==> config.mk <==
export PLATFORM = sky130hd
export DESIGN_NAME = nand_settle_timer
export DESIGN_NICKNAME = d
export VERILOG_FILES = /design/src/rtl/nand_settle_timer.sv
export SDC_FILE = /design/constraint.sdc
export NUM_CORES = 1
export LEC_CHECK = 0
export ABC_AREA = 1
export ABC_CLOCK_PERIOD_IN_PS = 1100
export CAP_MARGIN = 40
export CORE_AREA = 10 10 47 49
export CTS_BUF_LIST = sky130_fd_sc_hd__clkbuf_4 sky130_fd_sc_hd__clkbuf_8
export DETAILED_ROUTE_END_ITERATION = 10
export DIE_AREA = 0 0 57 59
export PLACE_DENSITY_LB_ADDON = 0.15
export RECOVER_POWER = 50
export SETUP_SLACK_MARGIN = 0.4
export SLEW_MARGIN = 20
export SYNTH_ARGS = -nofsm -noshare
export SYNTH_HDL_FRONTEND = slang
export SYNTH_SLANG_ARGS = --single-unit
==> constraint.sdc <==
create_clock -name clk -period 1.1 [get_ports clk]
set_input_delay 0.22 -clock clk [delete_from_list [all_inputs] [get_ports clk]]
set_output_delay 0.22 -clock clk [all_outputs]
set_load 0.05 [all_outputs]
Routed metal, one colour a layer:
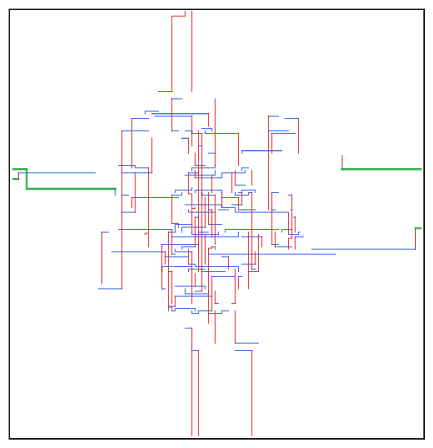
- red: metal 2 (wire length 397 um)
- blue: metal 1 (wire length 324 um)
- green: metal 3 (wire length 28.9 um)
average detailed-routed wire length per instance: 8.92 um
DR vias: 343

Placed standard cells:
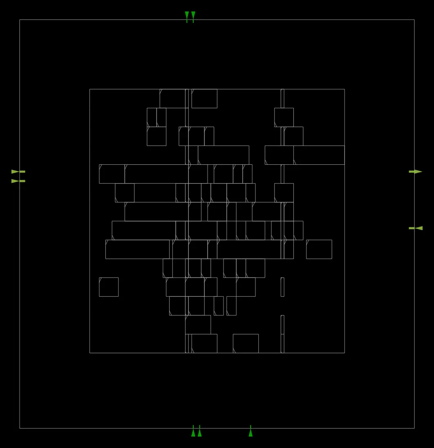
number of placement rows: 14
tally of non-filler cells in the final layout: 84
share of the final layout cell area in sequential cells: 0.179

Clock distribution:
Bar = 20 um.
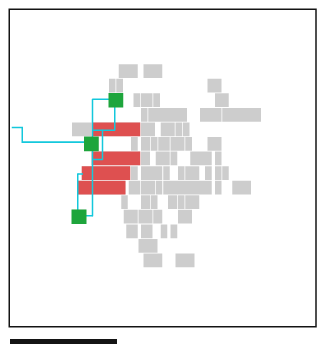
- cyan: clock wires (length 71.4 um)
- green: clock drivers (count 3)
- red: flip-flops (count 4)
- routed clock nets: 4
portion of total power attributed to the clock network: 0.216
clock insertion delay at the later pin of the skew report: 0.23 ns
Post-Route Skew: 0.00306 ns

==> flow_metrics.rpt <==
RUN METRICS
----------------------------------------------------
[Outcome]
  Status ........................ finished with violations
  Failing checks ........................ setup timing

[Yosys]
  Leading cell type by number of instances after synthesis ........................ sky130_fd_sc_hd__nand2_1
  Number of synthesized register bits ........................ 4
  MUX share of area ........................ 0
  Post-synthesis share of cell area spent on and-or and or-and gates ........................ 0.0339
  Synthesized instance count ........................ roughly 46
  Number of cells in Yosys stat ........................ 46

[Floorplan]
  Total I/O pin count ........................ 9
  Area enclosed by the die boundary ........................ approximately 3400 um^2
  Die Ht ........................ approximately 60 um

[Min path]
  Hold Path Class ........................ input port to asynchronous set/reset pin

[Critical path]
  Worst-case register-to-register setup slack ........................ -0.16 ns
  WP buf/inv ........................ 3
  Total number of cells along the worst setup path ........................ 5
  Maximum fanout encountered on the critical timing path ........................ 2
  Critical path cell sequence ........................ inv_2 > ha_4 > nand2_4 > clkinvlp_4 > buf_12

[Placed design]
  Cell Area, Placed ........................ between 400 and 500 um^2
  Placed instance count ........................ around 75
  Dpl hpwl ........................ between 500 and 600 um

[Power and ir drop]
  Internal Power ........................ approximately 530 uW
  Leakage power summed over all cells ........................ between 0.2 and 0.3 nW
  Power density of the placed cells ........................ 1440 nW/um^2

[Clocking]
  Maximum clock path buffer count ........................ 2
  Clock tree from TritonCTS ........................ built
  Buffer type at the clock tree root ........................ sky130_fd_sc_hd__clkbuf_4
  H-tree levels ........................ 1

[Route]
  1st-pass router iterations ........................ 4
  Routed length on met2 ........................ between 300 and 400 um
  Routed length on met3 ........................ about 28 um

[Layout]
  Non-clock buffer share ........................ 0.315
  Final #Nets ........................ approximately 79
  Clock-cell share ........................ 0.0403
  Fill cell count ........................ 146
  Logic share of the area ........................ 0.376
  Sequential cell count ........................ 4

[Timing]
  Minimum clock period after layout ........................ roughly 1.3 ns
  Unrepaired setup endpoints after global routing ........................ yes
  Final WS setup ........................ -0.228 ns
  Final setup violation count ........................ 5

[Flow run]
  Log Warnings ........................ 29

[Global route]
  Via count of the first global-routing pass ........................ 334

----------------------------------------------------
No activity file was given, so power comes from the tool's default toggle rates.
